`src/rtl/stack_pointer_if.sv`:
```
// Stack pointer request/status bundle shared between the control unit
// (master) and the stack pointer register (slave).
interface stack_pointer_if #(
  parameter int unsigned WIDTH = 16
);
  logic             push;
  logic             pop;
  logic [WIDTH-1:0] out;
  logic             empty;
  logic             full;
  logic             overflow;
  logic             underflow;

  modport master (
    output push, pop,
    input  out, empty, full, overflow, underflow
  );

  modport slave (
    input  push, pop,
    output out, empty, full, overflow, underflow
  );
endinterface

```
`src/rtl/stack_pointer.sv`:
```
// fdt16 stack pointer: downward-growing stack bounded by TOP (empty) and
// LIMIT (full). Push decrements, pop increments; a refused request produces
// a one-cycle overflow/underflow pulse.
module stack_pointer #(
  parameter int unsigned      WIDTH = 16,
  parameter logic [WIDTH-1:0] TOP   = 16'hFFFF,
  parameter logic [WIDTH-1:0] LIMIT = 16'hF000
) (
  input  logic           clk,
  input  logic           reset,
  stack_pointer_if.slave sp
);

  localparam logic [WIDTH-1:0] STEP = {{(WIDTH-1){1'b0}}, 1'b1};

  logic [WIDTH-1:0] ptr_r;
  logic             overflow_r;
  logic             underflow_r;

  logic [WIDTH-1:0] ptr_nxt_s;
  logic             overflow_nxt_s;
  logic             underflow_nxt_s;

  // Next pointer and error pulses; the bounds checks make wrap-around impossible.
  always_comb begin
    ptr_nxt_s       = ptr_r;
    overflow_nxt_s  = 1'b0;
    underflow_nxt_s = 1'b0;
    if (sp.push && !sp.pop) begin
      if (ptr_r == LIMIT) begin
        overflow_nxt_s = 1'b1;
      end else begin
        ptr_nxt_s = ptr_r - STEP;
      end
    end else if (sp.pop && !sp.push) begin
      if (ptr_r == TOP) begin
        underflow_nxt_s = 1'b1;
      end else begin
        ptr_nxt_s = ptr_r + STEP;
      end
    end else begin
      // idle or simultaneous push+pop: requests cancel, nothing moves
      ptr_nxt_s = ptr_r;
    end
  end

  // Pointer and error-pulse registers; reset empties the stack immediately.
  always_ff @(posedge clk or negedge reset) begin
    if (!reset) begin
      ptr_r       <= TOP;
      overflow_r  <= 1'b0;
      underflow_r <= 1'b0;
    end else begin
      ptr_r       <= ptr_nxt_s;
      overflow_r  <= overflow_nxt_s;
      underflow_r <= underflow_nxt_s;
    end
  end

  assign sp.out       = ptr_r;
  assign sp.empty     = (ptr_r == TOP);
  assign sp.full      = (ptr_r == LIMIT);
  assign sp.overflow  = overflow_r;
  assign sp.underflow = underflow_r;

endmodule

```
`src/flat_wrapper.sv`:
```
// flat-port wrapper written by rule: the top's interface ports become plain ports
module stack_pointer_flat 
#(
  parameter int unsigned      WIDTH = 16,
  parameter logic [WIDTH-1:0] TOP   = 16'hFFFF,
  parameter logic [WIDTH-1:0] LIMIT = 16'hF000
)
  (clk, reset, sp_push, sp_pop, sp_out, sp_empty, sp_full, sp_overflow, sp_underflow);
  stack_pointer_if #(.WIDTH(WIDTH)) sp_i ();
  input  logic clk;
  input  logic reset;
  input wire logic [$bits(sp_i.push)-1:0] sp_push;
  input wire logic [$bits(sp_i.pop)-1:0] sp_pop;
  output wire logic [$bits(sp_i.out)-1:0] sp_out;
  output wire logic [$bits(sp_i.empty)-1:0] sp_empty;
  output wire logic [$bits(sp_i.full)-1:0] sp_full;
  output wire logic [$bits(sp_i.overflow)-1:0] sp_overflow;
  output wire logic [$bits(sp_i.underflow)-1:0] sp_underflow;
  assign sp_i.push = sp_push;
  assign sp_i.pop = sp_pop;
  assign sp_out = sp_i.out;
  assign sp_empty = sp_i.empty;
  assign sp_full = sp_i.full;
  assign sp_overflow = sp_i.overflow;
  assign sp_underflow = sp_i.underflow;
  stack_pointer #(.WIDTH(WIDTH), .TOP(TOP), .LIMIT(LIMIT)) u_core (.clk(clk), .reset(reset), .sp(sp_i));
endmodule
```
`config.mk`:
```
export PLATFORM = sky130hd
export DESIGN_NAME = stack_pointer_flat
export DESIGN_NICKNAME = d
export VERILOG_FILES = /design/src/rtl/stack_pointer_if.sv /design/src/rtl/stack_pointer.sv /design/src/flat_wrapper.sv
export SDC_FILE = /design/constraint.sdc
export NUM_CORES = 1
export LEC_CHECK = 0
export CAP_MARGIN = 20
export CORE_ASPECT_RATIO = 1.75
export CORE_MARGIN = 2
export CORE_UTILIZATION = 45
export DETAILED_ROUTE_END_ITERATION = 8
export PLACE_DENSITY = 0.67
export REMOVE_ABC_BUFFERS = 1
export SKIP_LAST_GASP = 1
export SYNTH_ARGS = -nofsm -noshare
export SYNTH_HDL_FRONTEND = slang
export SYNTH_SLANG_ARGS = --single-unit
```
`constraint.sdc`:
```
create_clock -name clk -period 4.81 [get_ports clk]
set_input_delay 1.2025 -clock clk [delete_from_list [all_inputs] [get_ports clk]]
set_output_delay 1.2025 -clock clk [all_outputs]
set_load 0.005 [all_outputs]
```
==> out/qor.log <==
INFO  outcome        run_status=complete, no violations
INFO  synthesis      most_common_reg_cell=dfstp_2
INFO  floorplan      core_density_at_floorplan=46.24%
INFO  critical_path  cp_num_buf_inv=2
INFO  cells_and_area drive_gt1_share=15.20%
INFO  power_and_ir_drop comb_power_share=43.4%
INFO  global_route   grt_overflow=0
INFO  power_and_ir_drop power_density_of_the_placed_cells=574.1nW/um^2
INFO  cts            cts_post_setup_buffers_inserted=0
INFO  final_timing   finalCritPeriodShare=77.27%
INFO  power_and_ir_drop power.share.clock=11.9%
INFO  synthesis      synth.yosys.warnings=0
INFO  synthesis      synthArstFlopShare=100.0%
INFO  synthesis      yosys_register_bits=18
INFO  power_and_ir_drop post-layout-total-power=1.098mW
INFO  power_and_ir_drop switch_share=42.35%
INFO  global_route   grt.busiest_layer=met2
INFO  synthesis      netlist.top_cell.by_area=dfstp_2
INFO  drt            antenna_violating_nets_left=0
INFO  cts            cts.htree.levels=1
INFO  cells_and_area areaGrowthSynthToFinish=16.36%
INFO  final_timing   rsz0062_at_grt=false
INFO  global_route   gr-usage-met2=39.39%
INFO  synthesis      synth-edff-count=0
INFO  placed_design  cell_count_post_placement=246
INFO  cells_and_area final-seq-area=470.5um^2
INFO  cells_and_area inverters=2
INFO  cells_and_area flop-count=18
INFO  cells_and_area max_ffs_per_register=16
INFO  final_timing   timing.slew.headroom=42.38%
INFO  drt            detail_route.first_pass.iterations=5
INFO  cells_and_area buffers_excl_clock=24
INFO  cells_and_area comb_cells=156
INFO  cts            clkTransAtPathRegs=0.07ns
INFO  cts            cts_root_buf=clkbuf_8
INFO  synthesis      yosys-mux-area-fraction=2.131%
INFO  cells_and_area seqAreaFraction=24.59%
INFO  critical_path  path_class=in -> reg
INFO  global_route   grt_overall_usage=23.43%
INFO  global_route   grt_first_pass_wirelength=7534um
INFO  cts            worst_skew_pair.late_latency=0.26ns
INFO  cts            hold_buffers=0
INFO  final_timing   layout_min_cycle_time=3.717ns
INFO  power_and_ir_drop power_combinational=476uW
INFO  final_timing   post-route-worst-setup-slack=1.093ns
INFO  power_and_ir_drop power.sequential.total=491uW
INFO  cts            cts_resized=0
INFO  power_and_ir_drop p_leak=0.7101nW
INFO  floorplan      fp.dieW=49.69um
INFO  synthesis      yosys-top-cells-area=dfstp_2 (26%), xnor2_1 (6.4%), o21ai_1 (3.7%)
INFO  final_timing   fin_tns_setup=0ns
INFO  critical_path  cpMostUsedCell=o21ai_1
INFO  drt            m1WireLength=1833um
INFO  floorplan      placementRows=29
INFO  power_and_ir_drop powerClk=131uW
INFO  synthesis      post_synth_inst_count=191
INFO  drt            route.detailed.vias_per_inst=6.272
INFO  cells_and_area area_dominant_class=multi-input combinational cells
INFO  global_route   antenna_violations_before_repair=0
INFO  critical_path  critPathMaxFanout=19
INFO  worst_hold_path timing.hold.worst.class=reg -> reg
INFO  critical_path  cp-endpoint=u_core.sp.out[15]$_DFFE_PN1P_
INFO  placed_design  placement.setup.worst_slack=0.8691ns
INFO  critical_path  timing.critical_path.from_type=input port
INFO  cells_and_area finalNetCount=213
INFO  drt            drcViolationCount=0
INFO  power_and_ir_drop irDropWorstVdd=303.7uV
INFO  critical_path  crit_path_top_delay_cell=ha_1
INFO  global_route   met3_usage_grt=2.151%
INFO  critical_path  worstPathRequired=5.00ns
INFO  cells_and_area inserted_diodes=0
INFO  final_timing   worst-slew-pin-transition=0.8617ns
INFO  synthesis      ys_sh_simple=31.43%
INFO  global_route   first_global_vias=1514
INFO  synthesis      aoi_share=19.79%
INFO  final_timing   setup_viol=0
INFO  critical_path  cell_count_of_the_worst_reg_to_reg_path=9
INFO  cells_and_area layout.nonclk_buf_share=12.43%
INFO  cells_and_area clockBufferCount=4
INFO  power_and_ir_drop switching_power=465.1uW
INFO  run            maxCapViolCount=0
INFO  placed_design  gp_congestion=0.8887
INFO  floorplan      core=3556um^2
INFO  power_and_ir_drop internal_power=633.1uW
INFO  critical_path  critical_path.endpoint_type=register
INFO  critical_path  cp_top_family=AND-OR/OR-AND gates
INFO  cells_and_area relative_area_of_clock_buffers_and_inverters_in_the_final_design=2.878%
INFO  synthesis      synth.yosys.num_cells=191
INFO  placed_design  placement.io_buffers=23
INFO  cells_and_area comb_area_share=56.70%
INFO  critical_path  reg2reg_from=u_core.sp.out[1]$_DFFE_PN1P_
INFO  cells_and_area final-instance-count-excl-fill=250
INFO  critical_path  reg2reg_slack=2.36ns
INFO  final_timing   final_max_slew_violation_count=0
INFO  worst_hold_path hold_path.startpoint=u_core.sp.out[15]$_DFFE_PN1P_
INFO  final_timing   fmax=0.2691GHz
INFO  synthesis      synth-area-yosys=1644um^2
INFO  drt            detail_route.iter0.violations=54
INFO  synthesis      ys_top_cells_by_count=dfstp_2 (16), nand2_1 (13), o21ai_1 (12), xnor2_1 (12), nor2_1 (10)
INFO  run            warnings=27
INFO  final_timing   finalHoldWorstSlack=0.5053ns
INFO  final_timing   timing.final.hold_violations=0
INFO  critical_path  critical_path.cell_chain=clkdlybuf4s50_1 > inv_1 > ha_1 > and2_1 > o21ai_1 > a22oi_1 > o21bai_1 > a211oi_1 > o21ai_1 > xnor2_1
INFO  critical_path  crit_path_start=sp_pop
INFO  critical_path  worstPathArrival=3.91ns
INFO  cells_and_area fill_cells=378
INFO  placed_design  place_hpwl=3253um
INFO  power_and_ir_drop power.largest_group=sequential cells
INFO  drt            wl_met2=2385um
INFO  critical_path  r2r_end=u_core.sp.out[12]$_DFFE_PN1P_
INFO  worst_hold_path whs_path_cells=1
INFO  drt            wl_per_cell=18.34um
INFO  final_timing   final.setup_skew=0.001826ns
INFO  cts            cts-root-to-sink-buffers=2
INFO  cts            cts_sinks=18
INFO  floorplan      die-height=83.96um
INFO  cts            cts_tree=built
INFO  cells_and_area logic_area=1085um^2
INFO  power_and_ir_drop power.sequential.fraction=44.8%
INFO  floorplan      number_of_top_level_pins=24
INFO  synthesis      synthDominantCellAreaShare=25.57%
INFO  placed_design  post_dp_cell_area=1858um^2
INFO  critical_path  crit_path_max_incr_delay=0.58ns
INFO  drt            dr.max_layer_used=met4
INFO  cts            numCtsBuffers=3
INFO  floorplan      floorplan.tapcells=46
INFO  synthesis      fa_ha_area_share=3.044%
INFO  synthesis      yosysSeqAreaShare=28.61%
INFO  synthesis      logic_family=simple AND/OR/NAND/NOR gates
INFO  synthesis      xor_area_share=9.589%
INFO  synthesis      avgSynthCellArea=8.608um^2
INFO  global_route   largest_net_degree_at_the_start_of_global_routing=48
INFO  floorplan      die-area=4172um^2
INFO  synthesis      synthMostInstantiatedCell=dfstp_2
INFO  worst_hold_path whs_endpoint=u_core.sp.out[15]$_DFFE_PN1P_
INFO  synthesis      synth.cell_area=1644um^2
INFO  drt            met3_layer_wire_length_in_the_routed_design=188um
layout by cell type (no fill, tap or decap), types with 2 or more instances in the layout:
cell and instances:
clkdlybuf4s50_1 23, dfstp_2 16, nand2_1 13, o21ai_1 12, xnor2_1 12, nor2_1 10, nand4_1 8, a21oi_1 8
o21ai_0 7, xor2_1 6, nor2b_1 5, nand3_1 4, o31ai_1 4, ha_1 4, clkbuf_8 4, and2_1 3
and3_1 3, nor3_1 3, and3b_1 3, nand2b_1 3, or3_1 3, o31a_1 3, inv_1 2, a21o_1 2
nand3b_1 2, and4b_1 2, mux2i_1 2, o211ai_1 2, or4_1 2, a22oi_1 2, o21bai_1 2, or2_1 2
dfrtp_1 2
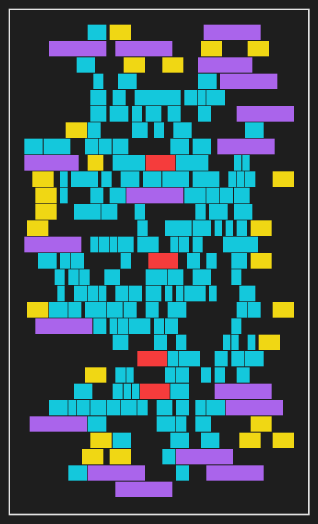
*Placed cells, one colour a class*
Drawn at 6 px/um.
legend:
  clock drivers and dummy loads:
    colour: red
    cells: 4
    share_of_their_area: 3.0%
  combinational and other logic:
    colour: cyan
    cells: 158
    share_of_their_area: 59%
  remaining buffers and delay cells:
    colour: yellow
    cells: 24
    share_of_their_area: 13%
  sequential cells:
    colour: purple
    cells: 18
    share_of_their_area: 25%
Post-Layout Inst Area: 1913 um^2
share of the core filled with cells in the final layout: 53.80%

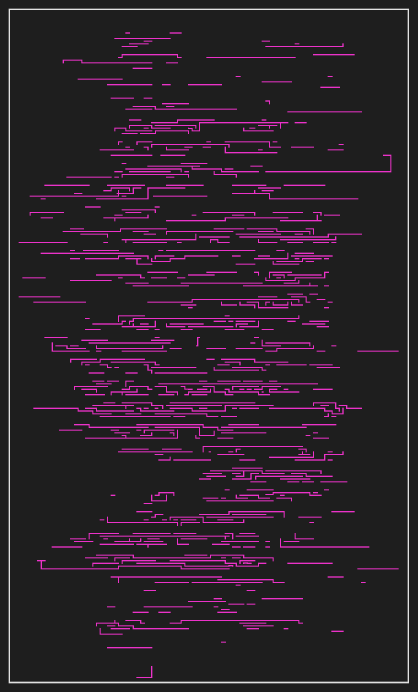
*Signal wires on met1*
Drawn at 8 px/um.
wire length on this layer: 1830 um
main direction: horizontal
nets with wire on the layer: 188
longest straight run: 20.7 um
share of all routed wire: 40%
overall routed net length: 4585 um
routed via count: 1568
GRT met1 Usage: 28.07%

Power is estimated from default activity; no workload was simulated.
